## src/rtl/axis_gen_pkg.sv

```systemverilog
// Shared types and LFSR helper for the AXI-Stream pattern generator.
package axis_gen_pkg;

  typedef enum logic [1:0] {IDLE, SEND, GAP, DONE} state_t;

  typedef enum logic [1:0] {
    MODE_INC   = 2'd0,
    MODE_LFSR  = 2'd1,
    MODE_CONST = 2'd2,
    MODE_WALK  = 2'd3
  } mode_t;

  // Feedback taps for x^32+x^22+x^2+x+1 (bit positions 31, 21, 1, 0).
  localparam logic [31:0] LFSR_TAPS = 32'h8020_0003;

  function automatic logic [31:0] lfsr_next(input logic [31:0] s);
    return {s[30:0], ^(s & LFSR_TAPS)};
  endfunction

endpackage

```

## src/rtl/axis_gen_pattern.sv

```systemverilog
// Data-pattern source: loaded at run start, stepped once per accepted beat.
module axis_gen_pattern
  import axis_gen_pkg::*;
#(
  parameter int DATA_WIDTH = 32
) (
  input  logic                  ACLK,
  input  logic                  ARESET,
  input  logic                  load,
  input  logic [DATA_WIDTH-1:0] seed,
  input  mode_t                 mode,
  input  logic                  advance,
  output logic [DATA_WIDTH-1:0] data
);

  mode_t                 mode_reg;
  logic [DATA_WIDTH-1:0] value_reg;
  logic [31:0]           lfsr_reg;
  logic [31:0]           seed32;
  logic [31:0]           lfsr_load;
  logic [DATA_WIDTH-1:0] lfsr_data;

  // The LFSR is always 32 bits; adapt it to the stream width in both directions.
  for (genvar gi = 0; gi < 32; gi++) begin : g_seed
    if (gi < DATA_WIDTH) begin : g_bit
      assign seed32[gi] = seed[gi];
    end else begin : g_zero
      assign seed32[gi] = 1'b0;
    end
  end

  for (genvar gi = 0; gi < DATA_WIDTH; gi++) begin : g_lfsr_out
    if (gi < 32) begin : g_bit
      assign lfsr_data[gi] = lfsr_reg[gi];
    end else begin : g_zero
      assign lfsr_data[gi] = 1'b0;
    end
  end

  assign lfsr_load = (seed32 == 32'd0) ? 32'd1 : seed32;

  always_ff @(posedge ACLK or posedge ARESET) begin
    if (ARESET) begin
      mode_reg  <= MODE_INC;
      value_reg <= '0;
      lfsr_reg  <= '0;
    end else if (load) begin
      mode_reg  <= mode;
      lfsr_reg  <= lfsr_load;
      value_reg <= (mode == MODE_WALK) ? DATA_WIDTH'(1) : seed;
    end else if (advance) begin
      case (mode_reg)
        MODE_INC:  value_reg <= value_reg + DATA_WIDTH'(1);
        MODE_LFSR: lfsr_reg  <= lfsr_next(lfsr_reg);
        MODE_WALK: value_reg <= {value_reg[DATA_WIDTH-2:0], value_reg[DATA_WIDTH-1]};
        default:   value_reg <= value_reg;
      endcase
    end
  end

  assign data = (mode_reg == MODE_LFSR) ? lfsr_data : value_reg;

endmodule

```

## src/rtl/axis_pattern_gen.sv

```systemverilog
// AXI-Stream master emitting programmed runs of framed test packets.
module axis_pattern_gen
  import axis_gen_pkg::*;
#(
  parameter int DATA_WIDTH = 32,
  parameter int LEN_WIDTH  = 16
) (
  input  logic                  ACLK,
  input  logic                  ARESET,
  input  logic                  start,
  input  logic                  abort,
  input  logic [LEN_WIDTH-1:0]  cfg_pkt_len,
  input  logic [LEN_WIDTH-1:0]  cfg_num_pkts,
  input  logic [LEN_WIDTH-1:0]  cfg_gap,
  input  logic [1:0]            cfg_mode,
  input  logic [DATA_WIDTH-1:0] cfg_seed,
  output logic [DATA_WIDTH-1:0] m_axis_tdata,
  output logic                  m_axis_tvalid,
  input  logic                  m_axis_tready,
  output logic                  m_axis_tlast,
  output logic                  busy,
  output logic                  done,
  output logic [31:0]           beats_sent,
  output logic [LEN_WIDTH-1:0]  pkts_sent
);

  state_t               state_reg, state_next;
  logic [LEN_WIDTH-1:0] len_reg, num_reg, gap_reg;
  logic [LEN_WIDTH-1:0] beat_idx_reg, gap_cnt_reg, pkts_sent_reg;
  logic [31:0]          beats_sent_reg;
  logic                 start_ok, beat_acc, last_acc, run_end;

  assign start_ok = (state_reg == IDLE) && start &&
                    (cfg_pkt_len != '0) && (cfg_num_pkts != '0);

  assign m_axis_tvalid = (state_reg == SEND);
  assign m_axis_tlast  = m_axis_tvalid && (beat_idx_reg == len_reg - LEN_WIDTH'(1));
  assign beat_acc      = m_axis_tvalid && m_axis_tready;
  assign last_acc      = beat_acc && m_axis_tlast;
  // Abort is only honoured at a packet boundary, so packets always close with tlast.
  assign run_end       = (pkts_sent_reg + LEN_WIDTH'(1) == num_reg) || abort;

  assign busy       = (state_reg == SEND) || (state_reg == GAP);
  assign done       = (state_reg == DONE);
  assign beats_sent = beats_sent_reg;
  assign pkts_sent  = pkts_sent_reg;

  always_ff @(posedge ACLK or posedge ARESET) begin
    if (ARESET) state_reg <= IDLE;
    else        state_reg <= state_next;
  end

  always_comb begin
    state_next = state_reg;
    case (state_reg)
      IDLE: if (start_ok) state_next = SEND;
      SEND: begin
        if (last_acc) begin
          if (run_end)              state_next = DONE;
          else if (gap_reg != '0)   state_next = GAP;
          else                      state_next = SEND;
        end
      end
      GAP: begin
        if (abort)                                state_next = DONE;
        else if (gap_cnt_reg == LEN_WIDTH'(1))    state_next = SEND;
      end
      DONE:    state_next = IDLE;
      default: state_next = IDLE;
    endcase
  end

  always_ff @(posedge ACLK or posedge ARESET) begin
    if (ARESET) begin
      len_reg        <= '0;
      num_reg        <= '0;
      gap_reg        <= '0;
      beat_idx_reg   <= '0;
      gap_cnt_reg    <= '0;
      pkts_sent_reg  <= '0;
      beats_sent_reg <= '0;
    end else if (start_ok) begin
      len_reg        <= cfg_pkt_len;
      num_reg        <= cfg_num_pkts;
      gap_reg        <= cfg_gap;
      beat_idx_reg   <= '0;
      pkts_sent_reg  <= '0;
      beats_sent_reg <= '0;
    end else begin
      if (beat_acc) begin
        if (beats_sent_reg != 32'hFFFF_FFFF) beats_sent_reg <= beats_sent_reg + 32'd1;
        if (m_axis_tlast) begin
          beat_idx_reg  <= '0;
          pkts_sent_reg <= pkts_sent_reg + LEN_WIDTH'(1);
          gap_cnt_reg   <= gap_reg;
        end else begin
          beat_idx_reg  <= beat_idx_reg + LEN_WIDTH'(1);
        end
      end
      if (state_reg == GAP) gap_cnt_reg <= gap_cnt_reg - LEN_WIDTH'(1);
    end
  end

  axis_gen_pattern #(
    .DATA_WIDTH (DATA_WIDTH)
  ) u_pattern (
    .ACLK    (ACLK),
    .ARESET  (ARESET),
    .load    (start_ok),
    .seed    (cfg_seed),
    .mode    (mode_t'(cfg_mode)),
    .advance (beat_acc),
    .data    (m_axis_tdata)
  );

endmodule

```

## config.mk

```make
export PLATFORM = sky130hd
export DESIGN_NAME = axis_pattern_gen
export DESIGN_NICKNAME = d
export VERILOG_FILES = /design/src/rtl/axis_gen_pkg.sv /design/src/rtl/axis_gen_pattern.sv /design/src/rtl/axis_pattern_gen.sv
export SDC_FILE = /design/constraint.sdc
export NUM_CORES = 1
export LEC_CHECK = 0
export CAP_MARGIN = 20
export CORE_MARGIN = 8
export CORE_UTILIZATION = 25
export DETAILED_ROUTE_END_ITERATION = 6
export PLACE_DENSITY = 0.5
export SYNTH_ARGS = -nofsm -noshare
export SYNTH_HDL_FRONTEND = slang
export SYNTH_SLANG_ARGS = --single-unit
```

## constraint.sdc

```tcl
create_clock -name ACLK -period 13.95 [get_ports ACLK]
set_input_delay 2.79 -clock ACLK [delete_from_list [all_inputs] [get_ports ACLK]]
set_output_delay 2.79 -clock ACLK [all_outputs]
set_load 0.01 [all_outputs]
```

run_1/logic_types.png
Bar = 50 µm.
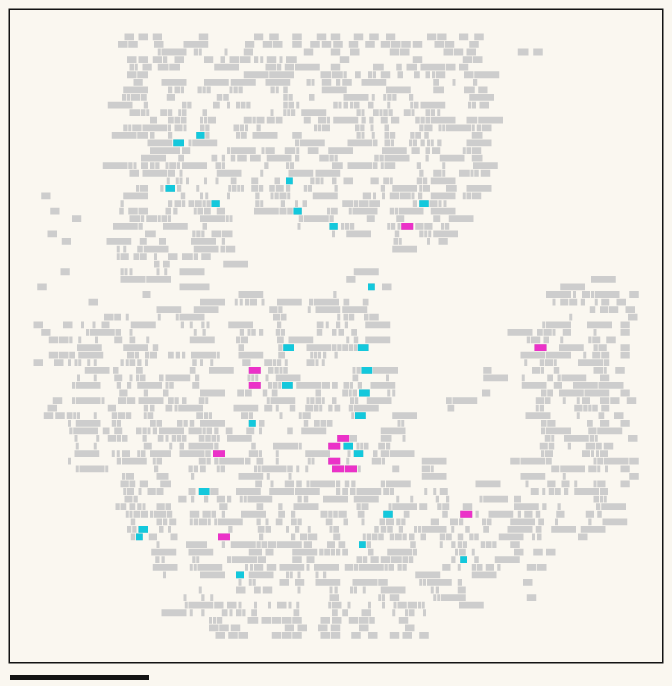
legend:
  non-inverting ao/oa cells:
    colour: cyan
    cells: 25
    most_used: o221a_2
  fa/ha/maj cells:
    colour: magenta
    cells: 12
    most_used: ha_1
most frequently placed logic cell in the final layout: sky130_fd_sc_hd__nand2_1
final instance count without filler cells: 2165

run_1/sizes.png
Bar = 50 µm.
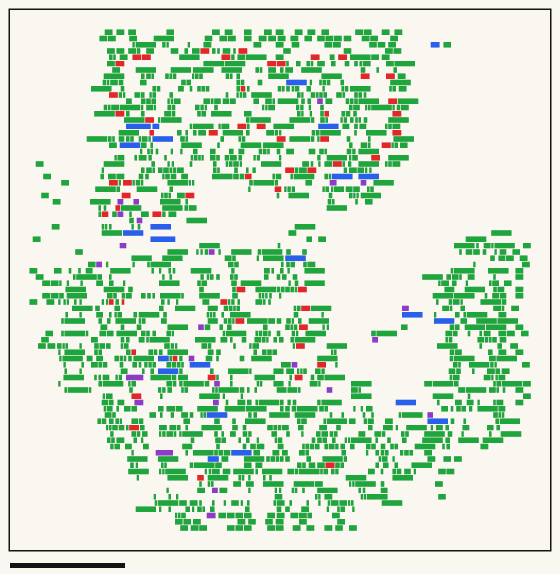
legend:
  _0 and _1 cells:
    colour: green
    cells: 1445
    share: 93%
    most_used: nand2_1
  _2 cells:
    colour: red
    cells: 58
    share: 3.7%
    most_used: mux2_2
  _3 and _4 cells:
    colour: purple
    cells: 24
    share: 1.5%
    most_used: buf_4
  _6 and larger:
    colour: blue
    cells: 23
    share: 1.5%
    most_used: clkbuf_16
final design instance area without fill: 14700 µm²
final worst slack: 7280 ps
count of buffers not belonging to the clock network in the layout: 183
synthesis-to-layout area growth: 23.6%

==> notes.md, run 1 <==
The following summarizes the physical implementation.

Power and ir drop
The net switching power is 0.00110 W. IR analysis of the VDD net gives a maximum drop of 80.9 µV. The report lists the power per cell area as 181 nW/µm². The combinational power reported by the tool is 0.00116 W. The relative contribution of the clock network to total power is 19.2%. Of the total power, the share spent switching nets is 41.5%. The leakage power is 6.01 nW. Per report_power, the Clock row totals 0.000511 W. Per report_power, the combinational group accounts for 43.7% of the total. The power consumption is 0.00266 W. The heaviest power group is combinational logic. Sequential cells burn 37.1% of the power.

The power report lists the sequential group at 0.000985 W.

Critical path
The OpenROAD report gives the critical path a required time of 11160 ps. The terminus of the critical flop-to-flop path is gap_cnt_reg[2]$_DFFE_PP0P_. The peak fanout along the critical path is 15. The setup slack on the worst flop-to-flop path is 10160 ps. All stages included, the depth of the critical timing path comes to 8.

The worst setup path is of the register to output port kind. The delay contributed by the slowest stage of the critical path is 580 ps. Along the critical path, the tally of buffer and inverter instances is 2. Among cell families on the critical path, the largest total delay comes from simple AND/OR/NAND/NOR gates. The worst setup path is captured at an output port.

The report puts the cell count of the worst reg-to-reg path at 8. The worst setup path is launched from a register.

Synthesis
Of the combinational cells, the family taking the most area is simple AND/OR/NAND/NOR gates. Of the total synthesized cell area, the portion taken by full adders, half adders and majority gates is 1.26%. Per the Yosys statistics, synthesis produced 1429 cells.

The area share of and/or/nand/nor cells after synthesis is 26.1%. The async set-reset flop share out of synthesis is 100%. The count of mapped cells out of synthesis is 1429. In this run the cell area of the synthesized design comes to 11900 µm².

Yosys printed 0 warnings. Among all cell types in the netlist, the one instantiated most often is sky130_fd_sc_hd__nand2_1. Per the post-synthesis report, the nets total 1528. sky130_fd_sc_hd__dfrtp_1 takes more of the synthesized area than any other cell. The synthesized-area fraction occupied by xor and xnor cells is 5.16%. The number of synthesized flops with an enable pin is 0. The synthesis stat section lists a flop and latch total of 196. The prevailing post-synth register cell is sky130_fd_sc_hd__dfrtp_1.

Sorting the synthesized cells by area gives the leading types as sky130_fd_sc_hd__dfrtp_1, sky130_fd_sc_hd__nand2_1, sky130_fd_sc_hd__o21ai_0. The post-synthesis cell type count is 68. After synthesis, the largest area contributor takes up 41.3% of total cell area.

The portion of netlist area occupied by mux cells is 6.34%.

Layout
Leaving out buffers and inverters, the combinational logic in the layout accounts for 6520 µm². The number of antenna diodes in the final layout is 0. The final design was reported to hold multi-input combinational gates totalling 1113. The count of fill cells added during filler insertion is 4937. Measured on the finished design, the core utilization comes to 31.0%.

Multi-input gates account for 44.4% of the area. The final sequential cell count is 196. The sequential share of cell area is 33.4%.

Measured on the final layout, the clock distribution area share stands at 4.01%. The area taken by sequential standard cells is reported as 4900 µm². Cells with a size suffix above 1 make up 6.77% of the layout. The clock buffer count is 22. Ranking logic cells in the layout by count gives the top entries sky130_fd_sc_hd__nand2_1, sky130_fd_sc_hd__dfrtp_1, sky130_fd_sc_hd__clkdlybuf4s50_1, sky130_fd_sc_hd__o21ai_0, sky130_fd_sc_hd__nor2_1.

GRT
Global routing consumed, on the met2 layer, 22.8% of the routing resources. The number of antenna violations at the first check in global routing is 0. Looking at the global route congestion table, the highest-usage layer is met2. The pin count of the biggest net entering global routing is 93. For this run, global-route usage on met3 was measured as 2.36%. The number of global-route vias before repair came to 10400.

Floorplanning
The die height is 234 µm. The die width is 234 µm. The top-level I/O count is 171. The area of the die is 54800 µm². The floorplan report lists the tap cell count as 615. The initial cell density of the core is 25.1%.

Run
The count of tool warnings is 31.

Clock tree
CTS placed an instance of sky130_fd_sc_hd__clkbuf_16 at the clock tree root. CTS added clock buffers totalling 17. The clock input transition at the sequential cells of the worst setup and hold paths is 70 ps. Once the clock tree was built, the setup fixing pass inserted 0 buffers.

TritonCTS built the clock tree. The cts-stage hold buffer count is 0. Post-CTS repair changed the size of 0 cells. Clock latency on the worst-skew pair, taken at its later pin, is 460 ps.

Route
The per-cell routed wire length is 17.8 µm. For this block, the routed nets add up to 38.5 mm of wire. The final route contains 10800 vias. The post-route DRC violation count is 0. The number of nets with antenna violations after routing is 0.

According to the report, the first pass of detailed routing completed in 5 iterations. The met2 layer wire length in the routed design is 18.6 mm.

Final timing
Hold-check failures listed in the final report amount to 0. The final setup violation count is 0. Setup repair after global routing left no endpoint under its margin. The highest attainable clock frequency is 150 MHz. After layout, the minimum clock period comes to 6670 ps.

The worst hold slack across all endpoints is 498 ps. The measured slew at the worst slew-check pin is 1130 ps. The clock skew after layout is 11.0 ps.

The final max-slew violation count is 0.

Worst hold path
The worst hold endpoint is num_reg[10]$_DFFE_PP0P_. The instance count along the most critical hold path is 2.

Status
The run finished with clean final reports.

Placement
The pre-CTS worst setup slack is 7320 ps. The total placed instance area is 14100 µm². In this run the tool buffered the top-level ports with 170 buffer cells.

The weighted congestion at the end of routability-driven global placement is 0.795. After detailed placement, the design holds a cell count of 2133.
run_1/placement_by_type.png
Bar = 50 µm.
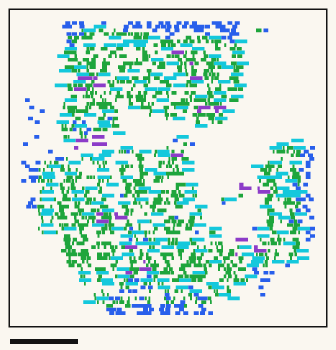
legend:
  remaining buffers and delay cells:
    colour: blue
    cells: 183
  sequential cells:
    colour: cyan
    cells: 196
  combinational and other logic:
    colour: green
    cells: 1139
  clock drivers and dummy loads:
    colour: purple
    cells: 32
standard-cell row count: 80
area of the core: 47300 µm²

## run 1: cell families after synthesis
family / count (synthesis)
multiplexers: 71
flip-flops: 196
XOR/XNOR: 70
AND-OR/OR-AND: 311
AND/OR/NAND/NOR: 649
adder cells (fa/ha/maj): 12
buffers and inverters: 120
## run 1: worst reg2reg max path: stages (launching register included)
cell	delay (ps)
sky130_fd_sc_hd__dfrtp_1	500
sky130_fd_sc_hd__nor4_4	580
sky130_fd_sc_hd__a22oi_1	200
sky130_fd_sc_hd__a2111o_1	420
sky130_fd_sc_hd__or3_4	390
sky130_fd_sc_hd__nor4_4	340
sky130_fd_sc_hd__nand3_2	440
sky130_fd_sc_hd__a21oi_2	600
sky130_fd_sc_hd__o221a_2	270
==> run 2: changes to the inputs <==
PLACE_DENSITY = 0.51   (was 0.5)
clock period = 5.5 ns   (was 13.95 ns; I/O delays follow)
==> run 2 against run 1 <==
Core utilization up 0.28 points. Power rose to 2.6 times the previous value. Critical endpoint unchanged. Highest routed layer is now met5. Critical path depth rose by 1. Die size unchanged. Clock-buffer cell count decreased by 2.
==> notes.md, run 2 <==
The following summarizes the physical implementation.

Layout
The count of fill cells added during filler insertion is 4953 (+0.32%). The final sequential cell count was 196 (unchanged). The most common logic cells in the final layout are sky130_fd_sc_hd__nand2_1, sky130_fd_sc_hd__dfrtp_1, sky130_fd_sc_hd__clkdlybuf4s50_1, sky130_fd_sc_hd__o21ai_0, sky130_fd_sc_hd__nor2_1. The sequential cell area in the final layout was 4900 µm² (unchanged).

The antenna cell count is 1 (+1). The post-layout instance area came to 14800 µm² (+0.89%). The clock buffer count is 20 (-9.1%). The utilization of the core after routing was 31.3% (+0.28 points). The tally of non-filler cells in the final layout is 2170 (+0.23%). By instance count after routing, the leading logic cell type is sky130_fd_sc_hd__nand2_1. The area occupied by multi-input gates is 6520 µm² (about the same). The share of final layout cell area taken by clock buffers and inverters is 4.29% (+0.28 points). The number of logic gates came to 1113 (unchanged).

The share of cells above drive strength 1 was 7.14% (+0.37 points). The combinational share of cell area is 44.0% (-0.40 points). The sequential share of cell area is 33.1% (-0.30 points).

Clock tree
The worst-skew pair later-pin latency is 480 ps (+20 ps). The number of clock buffers inserted by TritonCTS is 17 (unchanged). The number of buffers on the longest clock path is 2. The post-CTS setup repair buffer count is 0 (unchanged). The clock sink count is 196.

TritonCTS built the clock tree. The cts-stage hold buffer count is 0 (unchanged). The clock tree synthesis step divided the H-tree into 4 levels. The clock input transition at the sequential cells of the worst setup and hold paths is 80 ps (about the same).

The number of instances resized during post-cts repair is 0 (unchanged). The clock root buffer master is sky130_fd_sc_hd__clkbuf_16.

Final timing
The highest attainable clock frequency is 223 MHz. The final hold violation count is 0 (unchanged). The final max-slew violation count is 0 (unchanged). The measured slew at the worst slew-check pin was 1120 ps (-14.8 ps). Setup repair after global routing left no endpoint under its margin. The clock period could shrink to 4490 ps. The worst hold slack across all endpoints came to 500 ps (+1.82 ps). The clock skew after layout is 13.0 ps (+2.01 ps). The final setup violation count is 0 (unchanged).

Route
The via count of the routed design was 10800 (+0.34%). The per-cell routed wire length is 17.8 µm (+0.27%). The post-route DRC violation count was 0 (unchanged). The wire length after detailed routing is 38.7 mm (+0.50%).

The met2 layer wire length in the routed design is 18.4 mm (-1.1%). The first-pass detailed-route iteration total was 5 (unchanged). The number of nets with antenna violations after routing is 0 (unchanged).

Synthesis
The area share of and/or/nand/nor cells after synthesis was 26.1% (unchanged). The cell type that accounts for the most area after synthesis is sky130_fd_sc_hd__dfrtp_1. The count of mapped cells out of synthesis is 1429 (unchanged). The synthesized-area fraction occupied by xor and xnor cells is 5.16% (unchanged). The portion of netlist area occupied by mux cells is 6.34% (unchanged). The synthesized area is 11900 µm² (unchanged). In the synthesized netlist, the cells that appear most often are sky130_fd_sc_hd__nand2_1, sky130_fd_sc_hd__dfrtp_1, sky130_fd_sc_hd__o21ai_0, sky130_fd_sc_hd__nor2_1, sky130_fd_sc_hd__a21oi_1. The top-area cell type share of the netlist area is 41.3% (unchanged). The number of cells in the yosys synthesis report was 1429 (unchanged). Grouping non-sequential cells by family puts the most area in simple AND/OR/NAND/NOR gates. The post-synthesis cell type count came to 68 (unchanged). The total number of yosys warnings came to 0 (unchanged).

The post-synthesis net count is 1528 (unchanged). The async set-reset flop share out of synthesis was 100% (unchanged). The number of synthesized flops with an enable pin is 0 (unchanged).

sky130_fd_sc_hd__nand2_1 is the most common cell in the netlist. The prevailing post-synth register cell is sky130_fd_sc_hd__dfrtp_1. The post-synthesis share of cell area spent on full adders, half adders and majority gates is 1.26% (unchanged). The post-synthesis sequential element count was 196 (unchanged). The main area contributors are sky130_fd_sc_hd__dfrtp_1, sky130_fd_sc_hd__nand2_1, sky130_fd_sc_hd__o21ai_0.

Critical path
The delay contributed by the slowest stage of the critical path is 550 ps (-30 ps). The setup path with the least slack is of type register to output port. The gate family responsible for the most delay along the worst path is buffers and inverters. Following the worst setup path forward leads to its endpoint at m_axis_tlast. The kind of start point of the critical path is a register.

The worst setup path is captured at an output port. The count of buffer and inverter cells on the critical path was 3 (+1). The endpoint required time on the critical path is 4400 ps (-6760 ps). The terminus of the critical flop-to-flop path is gap_cnt_reg[14]$_DFFE_PP0P_. The count of cells along the worst register-to-register path is 9 (+1). The number of stages on the worst setup path is 9 (+1).

The setup slack on the worst flop-to-flop path is 1740 ps (-8420 ps). The peak fanout along the critical path is 15 (unchanged).

Power and ir drop
The power consumption is 0.00688 W (+160%). The relative contribution of the clock network to total power is 20.2% (+1.0 points). Per report_power, the top consumer among the power groups is combinational logic. The fraction of power consumed by sequential logic was 36.5% (-0.6 points). The net switching power is 0.00284 W (+160%). The internal power of the cells totals 0.00404 W. The reported sequential group power was 0.00251 W (+150%). The combinational cell power is 0.00297 W (+160%).

The power attributed to the clock group was 0.00139 W (+170%). The power per unit of standard cell area is 464 nW/µm² (+160%). The switching power share of the total is 41.3% (-0.16 points). The leakage power is 6.07 nW (+0.90%). The maximum vdd drop was 186 µV (+130%). The combinational cell fraction of total power came to 43.2% (-0.5 points).

GRT
Per the GRT log, the top usage layer is met2. The number of global-route vias before repair came to 10600 (+1.4%). The pin count of the biggest net entering global routing is 131 (+41%).

The number of antenna violations at the first check in global routing came to 3 (+3).

Floorplanning
The number of cell rows is 80 (unchanged). The initial cell density of the core came to 25.1% (unchanged). The top-level I/O count is 171 (unchanged).

The number of well taps is 615 (unchanged). The core box area is 47300 µm² (unchanged). The area of the die is 54800 µm² (unchanged). The die width is 234 µm (unchanged).

Placement
The cell total after placement came to 2136 (+0.14%). The total placed instance area is 14200 µm² (+0.39%). The count of buffers inserted at the top-level ports came to 170 (unchanged).

Run
The count of tool warnings is 33 (+6.5%).

Status
The run finished with clean final reports.

Worst hold path
The worst hold endpoint is num_reg[9]$_DFFE_PP0P_. The instance count along the most critical hold path came to 2 (unchanged).
-- run 2: netlist changes by cell type in the layout (fill, tap and decap cells not counted) --
cell	before	now
sky130_fd_sc_hd__buf_12	0	3
sky130_fd_sc_hd__clkbuf_1	3	0
sky130_fd_sc_hd__buf_16	0	1
sky130_fd_sc_hd__bufinv_16	2	3
sky130_fd_sc_hd__clkbuf_8	2	3
sky130_fd_sc_hd__clkinv_4	3	2
sky130_fd_sc_hd__clkinvlp_4	4	5
sky130_fd_sc_hd__diode_2	0	1
sky130_fd_sc_hd__inv_8	1	2
sky130_fd_sc_hd__o21a_1	3	4
sky130_fd_sc_hd__o21a_2	1	0
run_2/sizes.png
Bar = 50 µm.
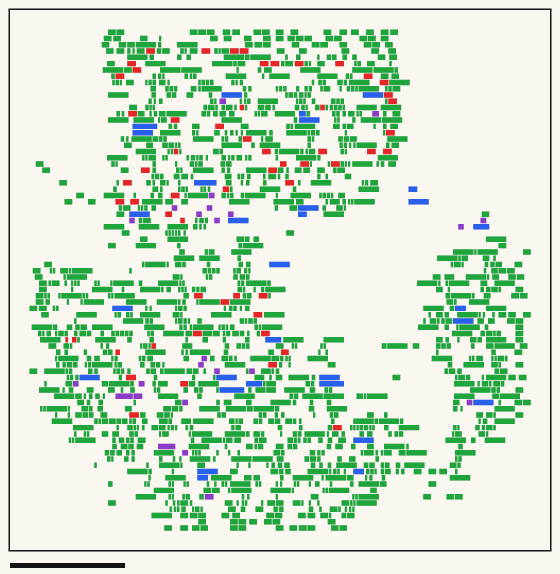
legend:
  _2 cells:
    colour: red
    cells: 57
    share: 3.7%
    most_used: mux2_2
  _3 and _4 cells:
    colour: purple
    cells: 24
    share: 1.5%
    most_used: buf_4
  _6 and larger:
    colour: blue
    cells: 30
    share: 1.9%
    most_used: clkbuf_16
  _0 and _1 cells:
    colour: green
    cells: 1443
    share: 93%
    most_used: nand2_1
count of buffers not belonging to the clock network in the layout: 187
synthesis-to-layout area growth: 24.7%
final worst slack: 1010 ps

==> run 3: changes to the inputs <==
clock period = 4.1 ns   (was 5.5 ns; I/O delays follow)
==> run 3 against run 2 <==
First-iteration DRC count down 23%. Flip-flop count did not move. Global-route usage is essentially flat.
==> notes.md, run 3 <==
The following summarizes the physical implementation.

Critical path
The gate family responsible for the most delay along the worst path is simple AND/OR/NAND/NOR gates. The launching point of the worst reg2reg path is len_reg[2]$_DFFE_PP0P_. The number of stages on the worst setup path is 7 (-2). The count of buffer and inverter cells on the critical path is 2 (-1). The critical path class is register to output port.

The endpoint required time on the critical path is 3280 ps (-1120 ps). The peak fanout along the critical path came to 9 (-6). The type of element capturing the critical path is an output port. The delay contributed by the slowest stage of the critical path was 560 ps (about the same).

The capturing instance or port of the critical path is m_axis_tlast. STA classifies the critical path startpoint as a register. STA lists the endpoint of the worst register-to-register path as state_reg[1]$_DFFE_PP0P_. Per the STA report, the cell with the highest stage delay on the worst path is sky130_fd_sc_hd__nor4_4. The setup slack on the worst flop-to-flop path was 720 ps (-1020 ps).

Placement
The total placed instance area is 14300 µm² (+1.1%). The count of buffers inserted at the top-level ports is 170 (unchanged). The cell total after placement is 2151 (+0.70%).

Synthesis
In this run the mean area of a mapped cell was 8.32 µm². The async set-reset flop share out of synthesis was 100% (unchanged). The synthesized area is 11900 µm² (unchanged). The total number of yosys warnings is 0 (unchanged). Per the synth stats, the flop cell with the highest instance count is sky130_fd_sc_hd__dfrtp_1. The commonest cells after synthesis are sky130_fd_sc_hd__nand2_1, sky130_fd_sc_hd__dfrtp_1, sky130_fd_sc_hd__o21ai_0, sky130_fd_sc_hd__nor2_1, sky130_fd_sc_hd__a21oi_1.

The post-synthesis share of cell area spent on full adders, half adders and majority gates is 1.26% (unchanged). The largest family of logic cells by area is simple AND/OR/NAND/NOR gates. The post-synthesis net count is 1528 (unchanged). The number of cells in the yosys synthesis report is 1429 (unchanged). The number of synthesized flops with an enable pin is 0 (unchanged).

The count of mapped cells out of synthesis came to 1429 (unchanged). The area share of and/or/nand/nor cells after synthesis is 26.1% (unchanged). The synthesized design spends more area on one cell type than any other, namely sky130_fd_sc_hd__dfrtp_1. In the post-synthesis netlist, the biggest area contributors are sky130_fd_sc_hd__dfrtp_1, sky130_fd_sc_hd__nand2_1, sky130_fd_sc_hd__o21ai_0.

The portion of netlist area occupied by mux cells is 6.34% (unchanged). The post-synthesis sequential element count came to 196 (unchanged). The top-area cell type share of the netlist area is 41.3% (unchanged).

The post-synthesis cell type count is 68 (unchanged). The dominant cell by count in the synthesized netlist is sky130_fd_sc_hd__nand2_1.

GRT
The number of global-route vias before repair was 10800 (+1.6%). The number of antenna violations at the first check in global routing is 1 (-2). The pin count of the biggest net entering global routing was 83 (-37%). Looking at the global route congestion table, the highest-usage layer is met2.

Clock tree
The depth of the CTS H-tree is 4 (unchanged). The number of instances resized during post-cts repair is 1 (+1). The worst-skew pair later-pin latency is 490 ps (about the same). The number of buffers on the longest clock path is 2 (unchanged). TritonCTS built the clock tree. The cell sitting at the root of the clock tree is a sky130_fd_sc_hd__clkbuf_16. The clock input transition at the sequential cells of the worst setup and hold paths was 80 ps (about the same). The number of clock buffers inserted by TritonCTS is 17 (unchanged). The post-CTS setup repair buffer count is 0 (unchanged). The clock sink count is 196 (unchanged). The cts-stage hold buffer count is 0 (unchanged).

Final timing
The final hold violation count is 0 (unchanged). Counting I/O delays and the setup requirement, the final critical path takes 3840 ps. Setup repair after global routing left no endpoint under its margin. Measured against its own limit, the worst slew margin works out to 30.5%. The measured slew at the worst slew-check pin was 1040 ps (-80.9 ps). The worst hold slack across all endpoints is 499 ps (-0.669 ps). The final max-slew violation count is 0 (unchanged). The clock skew after layout came to 13.6 ps (+0.572 ps). Derived from the worst setup path, the maximum achievable clock frequency is 261 MHz. The final worst setup slack is 265 ps (-747 ps). The final setup violation count was 0 (unchanged).

Floorplanning
The area of the die is 54800 µm² (unchanged). The die width is 234 µm (unchanged). The number of cell rows is 80 (unchanged).

The core box area was 47300 µm² (unchanged). The top-level I/O count came to 171 (unchanged). The initial cell density of the core was 25.1% (unchanged).

Worst hold path
The worst hold endpoint is gap_reg[6]$_DFFE_PP0P_. The min-delay analysis places its worst path in the category register to register. The instance count along the most critical hold path is 2 (unchanged).

Power and ir drop
The maximum vdd drop is 258 µV (+39%). The leakage power is 6.13 nW (+1.1%). The power consumption is 0.00908 W (+32%).

The power per unit of standard cell area is 610 nW/µm² (+31%).

Layout
By instance count after routing, the leading logic cell types are sky130_fd_sc_hd__nand2_1, sky130_fd_sc_hd__dfrtp_1, sky130_fd_sc_hd__clkdlybuf4s50_1, sky130_fd_sc_hd__o21ai_0, sky130_fd_sc_hd__nor2_1. The count of fill cells added during filler insertion came to 5007 (+1.1%). The signed area change from the synthesized netlist to the final layout is 25.2%. For this run, the post-layout net count is 1654. The tally of non-filler cells in the final layout is 2184 (+0.65%).

The share of cells above drive strength 1 came to 7.97% (+0.83 points). The post-layout instance area is 14900 µm² (+0.41%). The most common logic cell in the routed design is sky130_fd_sc_hd__nand2_1.

Route
The number of nets with antenna violations after routing is 0 (unchanged). The met2 layer wire length in the routed design is 18.3 mm (-0.38%). The per-cell routed wire length is 17.7 µm (-0.97%). The highest metal layer carrying signal wires in the routed design is met4.

The post-route DRC violation count came to 0 (unchanged). The wire length after detailed routing is 38.6 mm (-0.34%). The first-pass detailed-route iteration total came to 5 (unchanged). The via count of the routed design is 10900 (+0.61%).

Per the detail_route log, met3 wirelength is 1.50 mm.

Status
The flow ran to the end, and the final reports show no timing, DRC or antenna violations.

Run
The count of tool warnings was 31 (-6.1%).
[run 3: cell count changes in the layout (fill, tap and decap cells not counted), sizes merged]
cell | before | now
clkinvlp | 5 | 2
dlygate4sd2 | 0 | 1
buf | 17 | 31
clkdlybuf4s50 | 170 | 169
clkinv | 3 | 7
clkbuf | 20 | 19
bufinv | 3 | 0
inv | 27 | 30
[run 3: layout make-up]
class,instances,area (µm²),area share [%]
Clock inverter,13,115,0.774
Multi-Input combinational cell,1113,6530,43.9
Antenna cell,1,2.50,0.0168
Sequential cell,196,4900,33.0
Tap cell,615,769,5.17
Timing Repair Buffer,201,2010,13.5
Clock buffer,19,453,3.04
Inverter,26,101,0.681
[run 3: where the power goes]
part	switching, W	internal [W]	leakage (nW)
sequential	0.000805	0.00256	2.46
clock	0.000861	0.000827	0.280
combinational	0.00215	0.00187	3.39
run_3/placement_by_type.png
Bar = 50 µm.
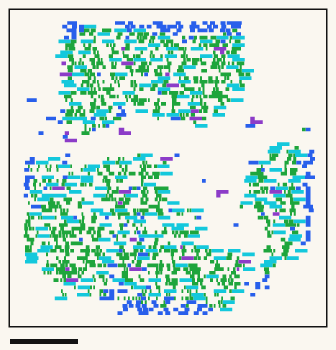
legend:
  clock drivers and dummy loads:
    colour: purple
    cells: 32
  combinational and other logic:
    colour: green
    cells: 1139
  sequential cells:
    colour: cyan
    cells: 196
  remaining buffers and delay cells:
    colour: blue
    cells: 201
Layout Utilization: 31.4%
sequential share of cell area: 33.0%

Power is estimated from default activity; no workload was simulated.
